--- src/rtl/act_bitplane_feeder.sv ---
// Double-buffered activation feeder: turns one word of M Pa-bit activations into
// M-bit bit-planes (MSB first), replaying the full plane sweep once per weight bit.
module act_bitplane_feeder #(
  parameter int M  = 16,
  parameter int Pa = 8,
  parameter int Pw = 8
) (
  input  logic                  clk,
  input  logic                  rst_n,
  input  logic                  cl_en,
  input  logic                  in_valid,
  output logic                  in_ready,
  input  logic [M*Pa-1:0]       in_act,
  input  logic                  out_en,
  output logic                  plane_valid,
  output logic [M-1:0]          act_plane,
  output logic                  MSB_a,
  output logic                  last_plane,
  output logic [$clog2(Pw)-1:0] pass_idx,
  output logic                  busy
);

  localparam int PAW = $clog2(Pa);
  localparam int PWW = $clog2(Pw);
  localparam logic [PAW-1:0] PLANE_TOP = PAW'(Pa - 1);
  localparam logic [PWW-1:0] PASS_TOP  = PWW'(Pw - 1);

  // The stream state is exactly the "working buffer occupied" flag.
  typedef enum logic {
    IDLE   = 1'b0,
    STREAM = 1'b1
  } state_e;

  state_e           state_q, state_d;
  logic             shad_full_q, shad_full_d;
  logic [PAW-1:0]   plane_q, plane_d;
  logic [PWW-1:0]   pass_q, pass_d;
  logic [M*Pa-1:0]  work_q, work_d;
  logic [M*Pa-1:0]  shad_q, shad_d;

  logic work_full;
  logic accept;
  logic advance;
  logic at_last;
  logic release_work;

  assign work_full    = (state_q == STREAM);
  assign in_ready     = ~shad_full_q;
  assign accept       = in_valid & in_ready;
  assign advance      = work_full & out_en;
  assign at_last      = (plane_q == '0) && (pass_q == PASS_TOP);
  assign release_work = advance & at_last;

  always_ff @(posedge clk or negedge rst_n) begin
    if (!rst_n) begin
      state_q     <= IDLE;
      shad_full_q <= 1'b0;
      plane_q     <= '0;
      pass_q      <= '0;
    end else begin
      state_q     <= state_d;
      shad_full_q <= shad_full_d;
      plane_q     <= plane_d;
      pass_q      <= pass_d;
    end
  end

  // Data registers are qualified by their flags, so they carry no reset.
  always_ff @(posedge clk) begin
    work_q <= work_d;
    shad_q <= shad_d;
  end

  always_comb begin
    state_d     = state_q;
    shad_full_d = shad_full_q;
    plane_d     = plane_q;
    pass_d      = pass_q;
    work_d      = work_q;
    shad_d      = shad_q;

    if (cl_en) begin
      state_d     = IDLE;
      shad_full_d = 1'b0;
      plane_d     = '0;
      pass_d      = '0;
    end else begin
      if (advance) begin
        if (plane_q != '0) begin
          plane_d = plane_q - 1'b1;
        end else if (pass_q != PASS_TOP) begin
          plane_d = PLANE_TOP;
          pass_d  = pass_q + 1'b1;
        end else if (shad_full_q) begin
          work_d      = shad_q;
          shad_full_d = 1'b0;
          plane_d     = PLANE_TOP;
          pass_d      = '0;
        end else if (accept) begin
          work_d  = in_act;
          plane_d = PLANE_TOP;
          pass_d  = '0;
        end else begin
          state_d = IDLE;
          plane_d = '0;
          pass_d  = '0;
        end
      end

      // A release edge already consumed any accept above; in_ready is low whenever
      // the shadow is being drained, so the two paths never collide.
      if (accept && !release_work) begin
        if (!work_full) begin
          work_d  = in_act;
          state_d = STREAM;
          plane_d = PLANE_TOP;
          pass_d  = '0;
        end else begin
          shad_d      = in_act;
          shad_full_d = 1'b1;
        end
      end
    end
  end

  always_comb begin
    act_plane = '0;
    for (int j = 0; j < M; j++) begin
      act_plane[j] = work_full & work_q[j*Pa + int'(plane_q)];
    end
  end

  assign plane_valid = work_full;
  assign MSB_a       = work_full & (plane_q == PLANE_TOP);
  assign last_plane  = work_full & at_last;
  assign pass_idx    = pass_q;
  assign busy        = work_full | shad_full_q;

endmodule

--- config.mk ---
export PLATFORM = sky130hd
export DESIGN_NAME = act_bitplane_feeder
export DESIGN_NICKNAME = d
export VERILOG_FILES = /design/src/rtl/act_bitplane_feeder.sv
export SDC_FILE = /design/constraint.sdc
export NUM_CORES = 1
export LEC_CHECK = 0
export CORE_UTILIZATION = 40
export CTS_CLUSTER_SIZE = 24
export DETAILED_ROUTE_END_ITERATION = 10
export GPL_ROUTABILITY_DRIVEN = 0
export RECOVER_POWER = 25
export SLEW_MARGIN = 25
export SYNTH_ARGS = -nofsm -noshare
export SYNTH_HDL_FRONTEND = slang
export SYNTH_SLANG_ARGS = --single-unit
--- constraint.sdc ---
create_clock -name clk -period 13.5 [get_ports clk]
set_input_delay 1.35 -clock clk [delete_from_list [all_inputs] [get_ports clk]]
set_output_delay 1.35 -clock clk [all_outputs]
set_load 0.02 [all_outputs]
Figure 1. Cell area per tile (run 1).
(2 px per µm) The die is cut into 18 by 18 equal tiles; black is low, pale yellow is high, 0 to 100% covered.
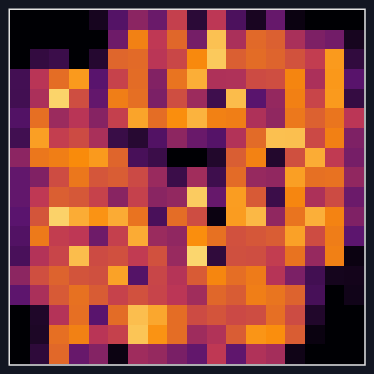
emptiest ninth of the die	north-west
mean over tiles	46%
fullest tile	91%
tiles over 75% full	12%
Core Util at FP: 0.411
final core area utilization: 0.498
core footprint: 29900 µm²

Figure 2. Metal 2 (run 1).
(2 px per µm)
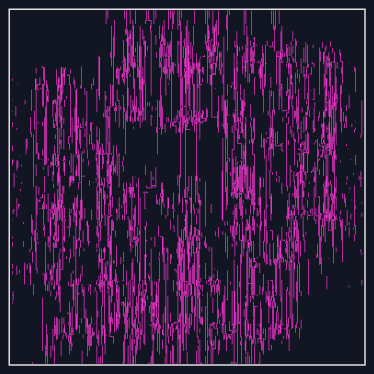
main direction	vertical
share of all routed wire	48%
nets with wire on the layer	884
longest straight run	58.3 µm
wire length on this layer	14500 µm
vias: 7878
DRT Wirelength: 30400 µm
met2 global-route usage: 0.318

==> Changelog: implementation, run 1 <==
### Physical design

- Max cap viols: 2
- Finish-stage setup viols: 0
- I/O pin count: 157
- Ys Warns: 0
- Dominant logic cell type in the layout: edfxtp_1
- Final Net Count: 978
- Post-Syn Area: 12300 µm²
- DRC viols: 0
- Initial antenna violation count: 3
- P&R area growth vs syn: 21.3%
- R2R Setup Slk: 8.09 ns
- Rows: 63
- Failing checks: max-capacitance violations, max-slew violations
- Post-route setup slack: 8.09 ns
- Synth Net Count: 865
- Finished Cell Area: 14900 µm²
- Number of enable flip-flop cells: 256
- Largest net degree at the start of global routing: 97
- Hold Crit Depth: 1
- CTS root buffer: clkbuf_16
- Post-layout minimum cycle time: 5.41 ns
- Seq cells post-synth: 264
- Achievable clock frequency: 185 MHz
- Slew HR: -0.619
- DIE HEIGHT: 177 µm
- Crit path DAT: 5.58 ns
- Setup crit start: plane_q[1]$_DFF_PN0_
- Hold path start: shad_q[49]$_DFFE_PP_
- Setup Crit Path Kind: flip-flop to flip-flop
- Fin Setup TNS: 0 ns
- Power Dens Cells: 136 nW/µm²
- Hold EP: work_q[49]$_DFFE_PN_
- Post-DP Area: 14000 µm²
- Fin crit share: 0.401
- # H-tree levels: 1
- DR vias/cell: 6.30
- Worst r2r dst: shad_q[17]$_DFFE_PP_
- Placed wire-length estimate: 16900 µm
- Number of cells in Yosys stat: 726
- LEAKAGE: 6.00 nW
- Post_cts resized: 0
- Setup WS pre-CTS: 8.14 ns
- Setup crit end kind: flip-flop
- Clock transition at the registers of the reported paths: 0.06 ns
- Fraction of registers with async set or reset after synthesis: 0.0303
- VDD IR-drop max: 0.0974 mV
- Die width: 177 µm
- Hold Crit Class: flip-flop to flip-flop
- Port bufs: 156
- Most numerous logic cells after layout: edfxtp_1, dlygate4sd3_1, o211a_1, a221o_1, mux4_2
- Hold Vio Cnt, Final: 0
- OpenROAD warnings: 29
- Avg WL per Cell: 24.3 µm
- Vias in the first global route: 8095
- Register area share after synthesis: 0.643
- Pins over their slew limit: 88
- Slew @ Worst Pin: 2.42 ns
- Antenna viol nets, final: 0
- Startpoint types: flip-flop
- Register-to-Register Path Depth: 7
- Ys flop type: edfxtp_1
- Pre-Repair DR Iteration Count: 5
- Cell Type Count: 35
- Total grt overflow: 0
- First DRT Iteration DRCs: 778
- Tot Pwr: 2.03 mW
- Status: finished with violations
- Fill count: 2512
- Total GRT Usage: 0.196
- Clock buffer depth: 3
- Hold bufs inserted after CTS: 0
- Post-Syn Instances: 726
- Worst Path Max Fanout: 82
- First-pass GRT wire length: 47600 µm
- Setup bufs post-CTS: 0
- Area reported by Yosys stat: 12300 µm²
- Full die area: 31400 µm²
- Layout cells sized above 1: 0.113
- CTS tree: yes
- CP required: 13.67 ns
- CP Capture Point: shad_q[17]$_DFFE_PP_
- Post-synthesis average cell area: 16.9 µm²
- RR Startpoint: plane_q[1]$_DFF_PN0_
- RSZ-0062 raised after global routing: no
Figure 3. Clock wiring as the flow saved it (run 1).
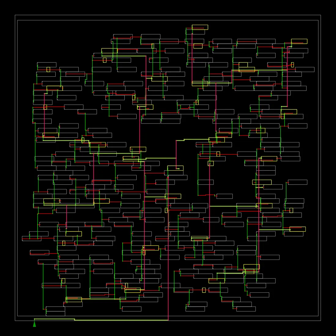
Max Clock Skew: 0.00800 ns
Num CTS Buffers: 29
Skew-Pair Late Insertion Delay: 0.55 ns
Power Clock: 0.755 mW
# clock sinks: 264

[run 1: area by class of cell]
type / count / area (µm²) / share of cell area
multi-input cells: 368 / 3890 / 0.261
well taps: 390 / 488 / 0.0328
clock inverters: 13 / 90.1 / 0.00605
repair buffers: 168 / 1680 / 0.113
clock buffers: 39 / 803 / 0.0540
diodes: 1 / 2.50 / 0.000168
inverters: 8 / 33.8 / 0.00227
flip-flops and latches: 264 / 7890 / 0.530
[run 1: synth_stat cells, types with 2 or more instances]
master / instances / area (µm²)
buf_6: 15 / 169
nor2_1: 20 / 75.1
a31oi_1: 2 / 12.5
buf_1: 7 / 26.3
buf_2: 27 / 135
nor3_1: 2 / 10.0
inv_1: 7 / 26.3
clkbuf_1: 28 / 105
nor2b_1: 2 / 12.5
ha_1: 6 / 75.1
buf_4: 8 / 60.1
a21oi_1: 3 / 15.0
a221o_1: 128 / 1280
o221ai_1: 2 / 17.5
edfxtp_1: 256 / 7690
o21ai_0: 6 / 30.0
nand2_1: 6 / 22.5
mux4_2: 32 / 721
mux2i_1: 18 / 180
dfrtp_1: 8 / 200
o211a_1: 128 / 1280
and3_1: 2 / 12.5
[run 1: worst max-delay path, cell delays in order (launching register included)]
cell,delay [ns]
dfrtp_1,1.77
inv_1,0.27
ha_1,0.38
and4b_4,0.41
buf_4,0.49
nor4_4,0.30
buf_4,0.63
buf_6,0.69
[run 1: layer usage]
| layer | track usage | wire length [µm] | up-vias |
|---|---|---|---|
| met3 | 0.0292 | 1890 | 49 |
| met4 | 0.0489 | 584 | 4 |
| li1 | - | - | 3405 |
| met2 | 0.318 | 14500 | 350 |
| met5 | 0 | 23 | - |
| met1 | 0.275 | 13500 | 4070 |
[run 1: logic make-up after synthesis]
family | synth area share
compound gates | 0.218
flops | 0.643
buf+inv | 0.0433
mux | 0.0734
simple gates | 0.0158
fa+ha+maj | 0.00612
[run 1: flip-flops by register name, summed over array words and instances (netlist names)]
name and cells:
plane_q 3, shad_full_q 1, pass_idx 3, shad_q 128
plane_valid 1, work_q 128
[run 1: report_power, final]
group / leakage, nW / switching [mW] / total (mW) / internal, mW
combinational: 3.01 / 0.124 / 0.267 / 0.143
clock: 0.448 / 0.322 / 0.755 / 0.433
sequential: 2.54 / 0.0386 / 1.01 / 0.967
[run 1: stage by stage]
stage          hold WS [ns]  cells  utilization
3_3_place_gp          0.525   1197        0.467
6_report              0.544   1251        0.498
5_1_grt               0.557   1250        0.498
3_5_place_dp          0.531   1198        0.468
4_1_cts               0.543   1250        0.498
2_1_floorplan         0.524    726            -
## Run 2: what changed since run 1
==> constraint.sdc (replaced) <==
create_clock -name clk -period 4.9 [get_ports clk]
set_input_delay 0.49 -clock clk [delete_from_list [all_inputs] [get_ports clk]]
set_output_delay 0.49 -clock clk [all_outputs]
set_load 0.02 [all_outputs]
==> run 2 against run 1 <==
The run still ends with max-capacitance violations, max-slew violations left. Clock skew increased by 0.0012 ns. Power went up to 3.0 times the previous value. Synthesized cell count unchanged. Setup slack lost 6.8 ns. Non-clock buffer count grew 8. Die area did not move. Largest cell class unchanged. Register-to-register slack got worse by 6.6 ns. Cell count up 0.88%.
==> Changelog: implementation, run 2 <==
### Physical design

- Status: finished with violations
- Failing checks: max-capacitance violations, max-slew violations
- VDD IR-drop max: 0.240 mV (+150%)
- Total grt overflow: 0 (unchanged)
- Final hold slack: 0.334 ns (-0.210 ns)
- Crit path DAT: 3.15 ns (-2.43 ns)
- Met2 global-route usage: 0.306 (-0.0116)
- First DRT Iteration DRCs: 793 (+1.9%)
- Achievable clock frequency: 275 MHz
- RSZ-0062 raised after global routing: no
- Total GRT Usage: 0.197 (+0.00164)
- Pre-Repair DR Iteration Count: 6 (+1)
- Fraction of registers with async set or reset after synthesis: 0.0303 (unchanged)
- Met3 Use GR: 0.0339 (+0.00473)
- DR vias/cell: 6.27 (-0.39%)
- CP top delay family: flip-flops
- Most numerous logic cells after layout: edfxtp_1, dlygate4sd3_1, o211a_1, a221o_1, mux4_2
- Slew HR: -0.0877 (+0.531)
- Post_cts resized: 0 (unchanged)
- Max cap viols: 1 (-1)
- Slew @ Worst Pin: 1.63 ns (-0.784 ns)
- Num CTS Buffers: 29 (unchanged)
- Pins over their slew limit: 26 (-70%)
- Die width: 177 µm (unchanged)
- Worst stage delay on the critical path: 1.44 ns (-0.33 ns)
- Pint: 4.67 mW (+200%)
- Slowest CP cell: dfrtp_1
- Setup bufs post-CTS: 0 (unchanged)
- Startpoint types: flip-flop
- Hold bufs inserted after CTS: 0 (unchanged)
- Dominant logic cell type in the layout: edfxtp_1
- Clock transition at the registers of the reported paths: 0.06 ns (about the same)
- Setup Crit Path Kind: flip-flop to output pin
- Setup crit end kind: output pin
- Clock buffer depth: 3 (unchanged)
- Skew-Pair Late Insertion Delay: 0.54 ns (about the same)
- Vias: 7916 (+0.48%)
- DRC viols: 0 (unchanged)
- Initial antenna violation count: 5 (+2)
- Antenna viol nets, final: 0 (unchanged)
- Largest net degree at the start of global routing: 129 (+33%)
- Max Clock Skew: 0.00923 ns (+0.00123 ns)
- CP required: 4.41 ns (-9.26 ns)
- Avg WL per Cell: 24.5 µm (+0.69%)
- Full die area: 31400 µm² (unchanged)
- Core Util at FP: 0.411 (unchanged)
- Finish-stage setup viols: 0 (unchanged)
- Post-Syn Instances: 726 (unchanged)
- Post-Syn Area: 12300 µm² (unchanged)
- Ys flop type: edfxtp_1
- Seq cells post-synth: 264 (unchanged)
- Core footprint: 29900 µm² (unchanged)
- Final Net Count: 986 (+0.82%)
- Synth Net Count: 865 (unchanged)
- # H-tree levels: 1 (unchanged)
- CTS tree: yes
- I/O pin count: 157 (unchanged)
- Fin Setup TNS: 0 ns (unchanged)
- Area reported by Yosys stat: 12300 µm² (unchanged)
- Final Instance Count excl. Fillers: 1262 (+0.88%)
- DIE HEIGHT: 177 µm (unchanged)
- Worst Path Max Fanout: 25 (-70%)
- Hold Vio Cnt, Final: 0 (unchanged)
- Flop pwr share: 0.457 (-0.039)
- Post-synthesis average cell area: 16.9 µm² (unchanged)
- Register area share after synthesis: 0.643 (unchanged)
- Cell Type Count: 35 (unchanged)
- Fin crit share: 0.743
- CTS root buffer: clkbuf_16
- First-pass GRT wire length: 48400 µm (+1.6%)
- Ys Warns: 0 (unchanged)
- GRT busiest layer: met2
- Post-synth top cells: edfxtp_1, a221o_1, o211a_1
- Switch share: 0.225 (-0.0138)
- Number of enable flip-flop cells: 256 (unchanged)
- Rows: 63 (unchanged)
- Main area contributors: edfxtp_1, a221o_1, o211a_1
- Buffer-and-inverter tally for the worst setup path: 1 (-3)
- P&R area growth vs syn: 24.3%
- Port bufs: 156 (unchanged)
- LEAKAGE: 6.14 nW (+2.3%)
- DRT Wirelength: 30900 µm (+1.6%)
- R2R Setup Slk: 1.48 ns (-6.61 ns)
- # clock sinks: 264 (unchanged)
- Vias in the first global route: 8049 (-0.57%)
## run 2: logic make-up (layout without fill, tap and decap cells)
group / after synthesis / after routing / share of synthesized area
AOI/OAI and AO/OA: 273 / 273 / 0.218
adders and majority gates: 6 / 6 / 0.00612
buffers and inverters: 94 / 238 / 0.0433
DFF: 264 / 264 / 0.643
muxes: 50 / 50 / 0.0734
other: 0 / 2 / 0
and+or+nand+nor: 39 / 39 / 0.0158
## run 2: worst reg2reg max path, cell delays in order, from the launching register on
cell and delay (ns):
dfrtp_1 1.44, and4b_4 0.48, buf_12 0.25, buf_4 0.38, o211a_1 0.35, a221o_1 0.28
## run 2: area by class of cell
cell class	count	area (µm²)	share of cell area
Antenna cell	2	5.00	0.000328
Clock buffer	30	729	0.0479
Clock inverter	24	367	0.0241
Inverter	8	40.0	0.00263
Multi-Input combinational cell	368	3920	0.257
Sequential cell	264	7900	0.518
Tap cell	390	488	0.0320
Timing Repair Buffer	176	1800	0.118
## run 2: path summary, 6_finish.rpt
path / start / end / cells after the start
worst max-delay path: plane_q[2]$_DFF_PN0_ / act_plane[10] / 3
worst min-delay path: rst_n / plane_q[0]$_DFF_PN0_ / 1
worst max register to register: plane_q[2]$_DFF_PN0_ / work_q[18]$_DFFE_PN_ / 5
worst min register to register: shad_q[87]$_DFFE_PP_ / work_q[87]$_DFFE_PN_ / 1
max in group asynchronous: rst_n / plane_q[0]$_DFF_PN0_ / 1
min in group clk: shad_q[87]$_DFFE_PP_ / work_q[87]$_DFFE_PN_ / 1
## run 2: per-layer routing
| metal | vias up | part of all wire |
|---|---|---|
| li1 | 3425 | - |
| met2 | 324 | 0.47 |
| met5 | - | 0.0011 |
| met1 | 4117 | 0.45 |
| met3 | 44 | 0.067 |
| met4 | 6 | 0.014 |
## run 2: per-stage QoR
step | instance area [µm²] | util | worst slack, ns
floorplan | 12400 | - | -0.994
CTS | 15200 | 0.509 | 1.20
finish | 15200 | 0.510 | 1.26
detailed placement | 14100 | 0.472 | 1.41
global placement | 14100 | 0.472 | 1.49
global route | 15200 | 0.510 | 1.09
## run 2: power groups by stage
stage	clock network (mW)	logic [mW]	registers (mW)
final	2.50	0.767	2.75
after global routing	2.63	0.826	2.77
after CTS	2.54	0.792	2.75
after detailed placement	0	0.788	2.80
after global placement	0	0.761	2.79
after floorplan	0	0.528	2.76
Figure 4. Cell area per tile (run 2).
(2 px per µm) The die is cut into 18 by 18 equal tiles; black is low, pale yellow is high, 0 to 100% covered.
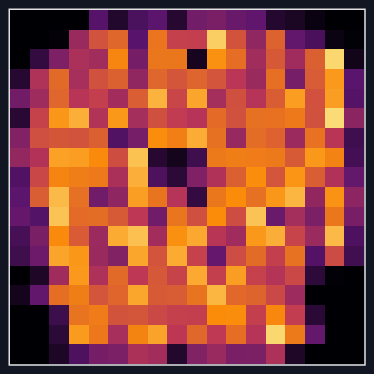
emptiest ninth of the die	south-east
mean over tiles	47%
tiles over 75% full	15%
nearly empty tiles	9.3%
fullest tile	92%
final core area utilization: 0.510

## Run 3: what changed since run 2
==> constraint.sdc (replaced) <==
create_clock -name clk -period 3.6 [get_ports clk]
set_input_delay 0.36 -clock clk [delete_from_list [all_inputs] [get_ports clk]]
set_output_delay 0.36 -clock clk [all_outputs]
set_load 0.02 [all_outputs]
==> run 3 against run 2 <==
The flow now finishes without violations. Non-clock buffer count rose by 2. Register-to-register slack worse by 0.58 ns. Sequential share of layout area up 0.60 points. Combinational power rose by 36%. Via count is 0.57% higher. Die area is the same. Setup slack worse by 0.90 ns. Flip-flop count unchanged. Global-route usage decreased by 0.20 points. Clock skew decreased by 0.0023 ns. Worst hold slack lost 0.16 ns. Clock-buffer cell count increased by 16. Largest cell class unchanged.
==> Changelog: implementation, run 3 <==
### Physical design

- Max cap viols: 0 (-1)
- Clock transition at the registers of the reported paths: 0.06 ns (about the same)
- DR vias/cell: 6.26 (-0.14%)
- Skew-Pair Late Insertion Delay: 0.55 ns (about the same)
- Post-synthesis average cell area: 16.9 µm² (unchanged)
- DRT Wirelength: 30700 µm (-0.59%)
- Crit path DAT: 2.88 ns (-0.27 ns)
- CTS tree: yes
- Ys Warns: 0 (unchanged)
- Fin crit share: 0.899
- # clock sinks: 264 (unchanged)
- Worst stage delay on the critical path: 0.61 ns (-0.83 ns)
- Register area share after synthesis: 0.643 (unchanged)
- Initial antenna violation count: 11 (+6)
- Dominant logic cell type in the layout: edfxtp_1
- Setup crit end kind: output pin
- Synth Net Count: 865 (unchanged)
- I/O pin count: 157 (unchanged)
- Finish-stage setup viols: 0 (unchanged)
- Vias: 7961 (+0.57%)
- Port bufs: 156 (unchanged)
- Setup Crit Path Kind: flip-flop to output pin
- Pint: 5.77 mW (+24%)
- R2R Setup Slk: 0.90 ns (-0.58 ns)
- Startpoint types: flip-flop
- Switch share: 0.237 (+0.0126)
- DIE HEIGHT: 177 µm (unchanged)
- Fin Setup TNS: 0 ns (unchanged)
- Post-Syn Instances: 726 (unchanged)
- Total GRT Usage: 0.195 (-0.00200)
- Hold Vio Cnt, Final: 0 (unchanged)
- Main area contributors: edfxtp_1, a221o_1, o211a_1
- Final Net Count: 989 (+0.30%)
- Core footprint: 29900 µm² (unchanged)
- Post-synth top cells: edfxtp_1, a221o_1, o211a_1
- Status: finished clean
- Rows: 63 (unchanged)
- Flop pwr share: 0.495 (+0.038)
- Worst Path Max Fanout: 23 (-8.0%)
- First-pass GRT wire length: 48000 µm (-0.86%)
- P&R area growth vs syn: 22.8%
- Slew @ Worst Pin: 0.787 ns (-0.845 ns)
- Post_cts resized: 0 (unchanged)
- Final Instance Count excl. Fillers: 1271 (+0.71%)
- LEAKAGE: 6.03 nW (-1.7%)
- Achievable clock frequency: 309 MHz
- Ys flop type: edfxtp_1
- Die width: 177 µm (unchanged)
- Vias in the first global route: 8038 (-0.14%)
- Fraction of registers with async set or reset after synthesis: 0.0303 (unchanged)
- RR Startpoint: plane_q[0]$_DFF_PN0_
- Largest net degree at the start of global routing: 129 (unchanged)
- Num CTS Buffers: 30 (+3.4%)
- RSZ-0062 raised after global routing: no
- Slew HR: 0.475 (+0.563)
- Avg WL per Cell: 24.2 µm (-1.3%)
- Total grt overflow: 0 (unchanged)
[run 3: cell counts after synthesis]
No cell type changed its count.
[run 3: worst max path at each step]
| stage | startpoint | end | cells past startpoint | slack, ns |
|---|---|---|---|---|
| after floorplan | plane_q[0]$_DFF_PN0_ | shad_q[0]$_DFFE_PP_ | 8 | -2.29 |
| after global placement | plane_q[1]$_DFF_PN0_ | act_plane[7] | 5 | 0.88 |
| after detailed placement | plane_q[1]$_DFF_PN0_ | act_plane[7] | 5 | 0.87 |
| after CTS | plane_q[1]$_DFF_PN0_ | act_plane[7] | 5 | 0.28 |
| after global routing | plane_q[1]$_DFF_PN0_ | act_plane[7] | 5 | 0.23 |
| final | plane_q[1]$_DFF_PN0_ | act_plane[7] | 5 | 0.36 |
[run 3: area by class of cell]
cell class,instances,area [µm²],share of cell area
sequential,264,7890,0.524
multi-input combinational,368,3920,0.260
timing repair buffer,178,1830,0.121
clock buffer,46,842,0.0559
tap,390,488,0.0324
clock inverter,9,38.8,0.00257
inverter,8,36.3,0.00241
antenna,8,20.0,0.00133
[run 3: metrics by stage]
stage | power (mW) | instance area (µm²) | worst slack, ns | hold WS (ns)
after detailed placement | 4.88 | 14200 | 0.872 | 0.531
after global routing | 7.84 | 15100 | 0.226 | 0.187
after floorplan | 4.47 | 12400 | -2.29 | 0.0644
final | 7.57 | 15100 | 0.363 | 0.176
after CTS | 7.66 | 15000 | 0.282 | 0.0990
after global placement | 4.84 | 14200 | 0.880 | 0.525
[run 3: per-layer routing]
layer	wire length (µm)	track usage
met5	14	0
met4	598	0.0456
met3	2270	0.0393
met2	14100	0.295
met1	13700	0.287
[run 3: power groups by stage]
| stage | Sequential (mW) | Clock, mW | Combinational [mW] |
|---|---|---|---|
| 2_1_floorplan | 3.75 | 0 | 0.719 |
| 3_3_place_gp | 3.80 | 0 | 1.05 |
| 3_5_place_dp | 3.80 | 0 | 1.08 |
| 4_1_cts | 3.74 | 2.84 | 1.08 |
| 5_1_grt | 3.76 | 2.95 | 1.13 |
| 6_report | 3.75 | 2.78 | 1.04 |
[run 3: critical path, delay by kind of cell, from the launching register on]
kind / cells / cell delay, ns
flip-flops: 1 / 0.61
buffers and inverters: 2 / 1.06
AND/OR/NAND/NOR: 1 / 0.10
multiplexers: 2 / 0.54
[run 3: logic make-up after synthesis]
family | Yosys count | synth area share
flops | 264 | 0.643
buf+inv | 94 | 0.0433
simple gates | 39 | 0.0158
fa+ha+maj | 6 | 0.00612
compound gates | 273 | 0.218
mux | 50 | 0.0734
Figure 5. Cell area per tile (run 3).
(2 px per µm) The die is cut into 18 by 18 equal tiles; black is low, pale yellow is high, 0 to 100% covered.
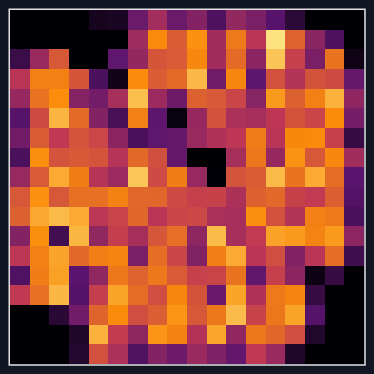
tiles over 75% full	12%
emptiest ninth of the die	north-west
nearly empty tiles	11%
final core area utilization: 0.504

Power and IR drop assume default switching activity.
